### src/rtl/scan_ram_pkg.sv
// Shared types and default parameters for the scan_ram block.
package scan_ram_pkg;

  localparam int unsigned DEF_DATA_W   = 4;
  localparam int unsigned DEF_DEPTH    = 16;
  localparam int unsigned DEF_SCAN_DIV = 4;

  typedef enum logic [1:0] {
    INIT   = 2'd0,
    MANUAL = 2'd1,
    SCAN   = 2'd2
  } state_t;

endpackage

### src/rtl/scan_ram_tick.sv
// Prescaler for the auto-scan pointer: pulses tick_c once every DIV cycles.
module scan_tick #(
  parameter int unsigned DIV = 4
) (
  input  logic CLOCK_50,
  input  logic rst,
  input  logic clr,
  output logic tick_c
);

  localparam int unsigned CNT_W = (DIV > 1) ? $clog2(DIV) : 1;

  logic [CNT_W-1:0] cnt;

  assign tick_c = (cnt == CNT_W'(DIV - 1));

  always_ff @(posedge CLOCK_50) begin
    if (rst || clr) begin
      cnt <= '0;
    end else if (tick_c) begin
      cnt <= '0;
    end else begin
      cnt <= cnt + CNT_W'(1);
    end
  end

endmodule

### src/rtl/scan_ram.sv
// Clear-on-reset RAM with manual or auto-scanning registered read port.
// Define SCAN_RAM_BYPASS_EN for write-first read-during-write; default is read-first.
module scan_ram
  import scan_ram_pkg::*;
#(
  parameter  int unsigned DATA_W   = DEF_DATA_W,
  parameter  int unsigned DEPTH    = DEF_DEPTH,
  parameter  int unsigned SCAN_DIV = DEF_SCAN_DIV,
  localparam int unsigned ADDR_W   = $clog2(DEPTH)
) (
  input  logic              CLOCK_50,
  input  logic              rst,
  input  logic              we,
  input  logic [ADDR_W-1:0] waddr,
  input  logic [DATA_W-1:0] din,
  input  logic [ADDR_W-1:0] raddr,
  input  logic              sw,
  output logic [DATA_W-1:0] dout,
  output logic [ADDR_W-1:0] scan_addr,
  output logic              busy
);

  state_t            state;
  state_t            state_nxt;
  logic [ADDR_W-1:0] init_cnt;
  logic [ADDR_W-1:0] ptr;
  logic [ADDR_W-1:0] rd_addr;
  logic [ADDR_W-1:0] wr_addr;
  logic [DATA_W-1:0] wr_data;
  logic              wr_en;
  logic              tick_c;
  logic              init_last;

  logic [DATA_W-1:0] mem [DEPTH];

  assign init_last = (init_cnt == ADDR_W'(DEPTH - 1));

  scan_tick #(
    .DIV (SCAN_DIV)
  ) u_tick (
    .CLOCK_50 (CLOCK_50),
    .rst      (rst),
    .clr      (state != SCAN),
    .tick_c   (tick_c)
  );

  always_ff @(posedge CLOCK_50) begin
    if (rst) begin
      state <= INIT;
    end else begin
      state <= state_nxt;
    end
  end

  // Next state plus memory port steering; INIT owns the write port.
  always_comb begin
    state_nxt = state;
    wr_en     = 1'b0;
    wr_addr   = waddr;
    wr_data   = din;
    rd_addr   = raddr;
    unique case (state)
      INIT: begin
        wr_en   = 1'b1;
        wr_addr = init_cnt;
        wr_data = '0;
        if (init_last) begin
          state_nxt = sw ? SCAN : MANUAL;
        end
      end
      MANUAL: begin
        wr_en = we;
        if (sw) begin
          state_nxt = SCAN;
        end
      end
      SCAN: begin
        wr_en   = we;
        rd_addr = ptr;
        if (!sw) begin
          state_nxt = MANUAL;
        end
      end
      default: state_nxt = INIT;
    endcase
  end

  // Clear counter runs only in INIT; scan pointer is parked at 0 outside SCAN.
  always_ff @(posedge CLOCK_50) begin
    if (rst) begin
      init_cnt <= '0;
      ptr      <= '0;
    end else begin
      if (state == INIT) begin
        init_cnt <= init_cnt + ADDR_W'(1);
      end
      if (state != SCAN) begin
        ptr <= '0;
      end else if (tick_c) begin
        ptr <= ptr + ADDR_W'(1);
      end
    end
  end

  always_ff @(posedge CLOCK_50) begin
    if (wr_en && !rst) begin
      mem[wr_addr] <= wr_data;
    end
  end

  always_ff @(posedge CLOCK_50) begin
    if (rst) begin
      dout      <= '0;
      scan_addr <= '0;
      busy      <= 1'b1;
    end else begin
      busy <= (state_nxt == INIT);
      if (state == INIT) begin
        dout      <= '0;
        scan_addr <= '0;
      end else begin
        scan_addr <= rd_addr;
`ifdef SCAN_RAM_BYPASS_EN
        dout <= (wr_en && (wr_addr == rd_addr)) ? wr_data : mem[rd_addr];
`else
        dout <= mem[rd_addr];
`endif
      end
    end
  end

endmodule

### config.mk
export PLATFORM = sky130hd
export DESIGN_NAME = scan_ram
export DESIGN_NICKNAME = d
export VERILOG_FILES = /design/src/rtl/scan_ram_pkg.sv /design/src/rtl/scan_ram_tick.sv /design/src/rtl/scan_ram.sv
export SDC_FILE = /design/constraint.sdc
export NUM_CORES = 1
export LEC_CHECK = 0
export CORE_ASPECT_RATIO = 1.5
export CORE_UTILIZATION = 50
export DETAILED_ROUTE_END_ITERATION = 6
export PLACE_DENSITY = 0.81
export SLEW_MARGIN = 20
export SYNTH_ARGS = -nofsm -noshare
export SYNTH_HDL_FRONTEND = slang
export SYNTH_SLANG_ARGS = --single-unit
### constraint.sdc
create_clock -name CLOCK_50 -period 2.33 [get_ports CLOCK_50]
set_clock_uncertainty 0.15 [all_clocks]
set_input_delay 0.466 -clock CLOCK_50 [delete_from_list [all_inputs] [get_ports CLOCK_50]]
set_output_delay 0.466 -clock CLOCK_50 [all_outputs]
set_load 0.01 [all_outputs]
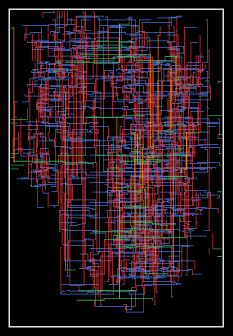
(routed metal, one colour a layer)
colour	layer	wire length
blue	M1	4090 um
orange	M4	550 um
green	M3	512 um
red	M2	5240 um

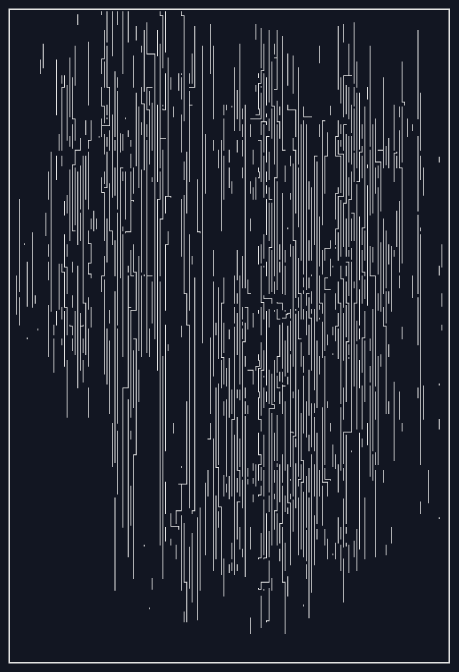
(the metal 2 layer)
main direction	vertical
nets with wire on the layer	380
wire length on this layer	5240 um
share of all routed wire	50%

==> flow_metrics.py <==
# Physical implementation metrics
metrics = {
    "place": {
        "dp_hpwl_um": 7460,
        "placed_area_sq_um": 4660,
        "portBuffers": 24,
        "dp_slack_ns": -0.188,
        "placed_cells": 527,
        "gp_congestion": 0.992,
    },
    "synthesis": {
        "ys_warn_count": 0,
        "floorplan.nets": 408,
        "top_cells_by_area": "edfxtp_1 (47%), dfxtp_1 (10%), nor2_1 (5.2%), o21ai_0 (3.3%), nand2_1 (2.6%)",
        "edf_count": 64,
        "async_flop_share_pct": 0,
        "yosys_area_sq_um": 4100,
        "yosys_most_used_dff": "edfxtp_1",
        "ys_seq_share_pct": 57.2,
        "synthDistinctLibCells": 55,
        "syn_area_sq_um": 4100,
        "post_synth_inst_count": 384,
        "yosys_cells": 384,
        "top_area_share_pct": 46.9,
        "ys_ff": 85,
        "synth.avg_cell_area_sq_um": 10.7,
        "synth_top_cell_by_area": "edfxtp_1",
    },
    "flow_run": {
        "cap_viol_max_count": 0,
        "tool_warnings": 31,
    },
    "drt": {
        "via_per_inst": 5.95,
        "drc": 0,
        "wl_per_cell_um": 19.1,
        "vias": 3230,
        "drt_pass1_iterations": 5,
        "ant_nets": 0,
        "wirelength_um": 10400,
        "drt_iter0_markers": 517,
    },
    "final_layout": {
        "final_area_sq_um": 5000,
        "syn_to_final_growth_pct": 22.2,
        "layout-drive-gt1-share_pct": 16.7,
        "final_nets": 457,
        "fill_cells": 588,
        "diodes": 0,
        "postLayoutCoreUtil_pct": 62.9,
    },
    "worst_setup_path": {
        "crit_path_end_kind": "flip-flop",
        "worstReg2RegEnd": "dout[3]",
        "path_class": "flip-flop to flip-flop",
        "critPathRequiredTime_ns": 2.44,
        "crit_path_start_kind": "flip-flop",
        "ff2ff_path_depth": 8,
        "worstPathMaxFanout": 24,
        "crit_arrival_ns": 2.38,
        "r2r-start": "state[0]",
        "ff2ff_setup_slack_ns": 0.06,
    },
    "worst_hold_path": {
        "holdPathEnd": "u_tick.cnt[0]",
        "hold_depth": 1,
        "min_from": "u_tick.cnt[0]",
        "hold_path.class": "flip-flop to flip-flop",
    },
    "clocking": {
        "clk_path_buf_depth": 2,
        "root_buffer": "clkbuf_16",
        "clock_latency_ns": 0.34,
        "cts_made_buffers": 9,
        "clkSinkCount": 85,
        "hold_buffers": 0,
        "cts_htree_levels": 3,
        "cts_tree": "built",
        "clk_pin_slew_worst_paths_ns": 0.06,
    },
    "sta": {
        "max_clock_freq_ghz": 0.441,
        "fin_crit_sh_pct": 97.4,
        "slew_violations": 0,
        "setup-violations-final": 0,
        "relSlewSlack_pct": 53.5,
        "worst_pin_slew_ns": 0.695,
        "min_period_ns": 2.27,
        "hold_viol": 0,
        "setup_slack_ns": 0.0614,
        "whs_ns": 0.285,
        "fin_tns_setup_ns": 0,
        "rsz0062_at_grt": "yes",
    },
    "global_route": {
        "track_usage_pct": 26.6,
        "antenna_found_initial": 0,
        "grt_pass1_wl_um": 16200,
        "grt_overflow_total": 0,
        "grt_max_degree": 27,
        "grt_pass1_vias": 3125,
    },
    "run_status": {
        "status": "completed",
    },
    "die": {
        "fp.coreArea_sq_um": 7960,
        "die_w_um": 75.9,
        "dieArea_sq_um": 8560,
        "io_pins": 25,
        "rows": 40,
        "die_y_um": 113,
        "initCoreUtil_pct": 51.5,
    },
    "power": {
        "power.density_nw_per_um2": 653,
        "finalPower_mw": 3.27,
        "peakVddDrop_mv": 0.350,
        "p_leak_nw": 1.73,
    },
}
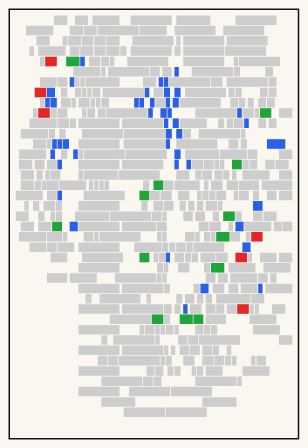
(logic cells by family)
colour	family	cells
red	xor and xnor cells	6
green	non-inverting ao/oa cells	13
blue	nand cells	45
logic share of the area: 32.6%
Commonest Layout Cell: edfxtp_1
Post-Layout Cell Count: 543

## worst max-delay path, cell delays in order, from the launching register on
cell	delay, ns
dfxtp_1	0.31
inv_1	0.11
ha_2	0.23
buf_12	0.19
mux2i_4	0.28
nor3b_4	0.30
nand3_1	0.15
or2_1	0.26
a32oi_1	0.19
## layout by cell type, fill, tap and decap left out, types with 10 or more instances in the layout
cell type,synthesis,final
a21oi_1,12,12
dfxtp_1,21,21
clkdlybuf4s50_1,0,24
nand3_1,10,10
edfxtp_1,64,64
nor3_1,18,18
o21ai_0,27,24
nor2_1,57,53
o211ai_1,12,12
buf_4,1,34
nand2_1,28,28
## report_power, final
group	total [mW]	switching [mW]	internal [mW]	leakage [nW]
Clock	1.40	0.567	0.830	0.145
Sequential	1.64	0.0146	1.63	0.767
Combinational	0.227	0.122	0.104	0.820
## cells by family after synthesis
kind of cell	count (synthesis)	share of synthesized area (%)
AND/OR/NAND/NOR	141	16.3
adder cells (fa/ha/maj)	8	2.44
XOR/XNOR	6	1.28
buffers and inverters	35	4.12
flip-flops	85	57.2
AND-OR/OR-AND	103	16.7
multiplexers	6	1.92
## layout make-up
cell class	count	area, sq um	share of cell area [%]
clock buffer	10	229	4.58
clock inverter	6	61.3	1.22
inverter	11	41.3	0.825
multi-input combinational	264	1630	32.6
sequential	85	2340	46.8
tap	105	131	2.63
timing repair buffer	62	567	11.3
## worst max path at each step
stage / from / end / depth (start not counted)
after floorplan: state[0] / mem[4][0] / 6
after global placement: raddr[0] / dout[0] / 7
after detailed placement: raddr[0] / dout[0] / 7
after CTS: state[0] / dout[1] / 8
after global routing: state[0] / dout[0] / 10
final: state[0] / dout[3] / 8
## what timing repair did
item                                    CTS  global route
pin swaps                                 0             2
cloned                                    0             0
gates resized                             3            12
endpoints found under the setup margin   19            36
buffers inserted                          0             0
## Yosys cell counts (4+ instances only)
library cell,number
a21oi_1,12
nor2_1,57
clkbuf_1,6
buf_2,14
edfxtp_1,64
nor3_1,18
o211ai_1,12
nand2_1,28
dfxtp_1,21
ha_1,8
o21ai_1,4
inv_1,9
a32oi_1,6
o22ai_1,7
o21ai_0,27
nand3_1,10
nor2b_1,13
a31oi_1,5
## flip-flops by register name (all words and copies together) (netlist names)
| name | flops |
|---|---|
| busy | 1 |
| state | 2 |
| mem | 64 |
| u_tick.cnt | 2 |
| dout | 4 |
| scan_addr | 4 |
| ptr | 4 |
| init_cnt | 4 |
## layer usage
layer | part of all wire [%] | global-route usage (%)
met4 | 5.3 | 14.3
met2 | 50 | 43.7
met1 | 39 | 31.6
met5 | 0 | 0
met3 | 4.9 | 5.52
Power figures rest on the tool's default switching activity, not on a simulated workload.
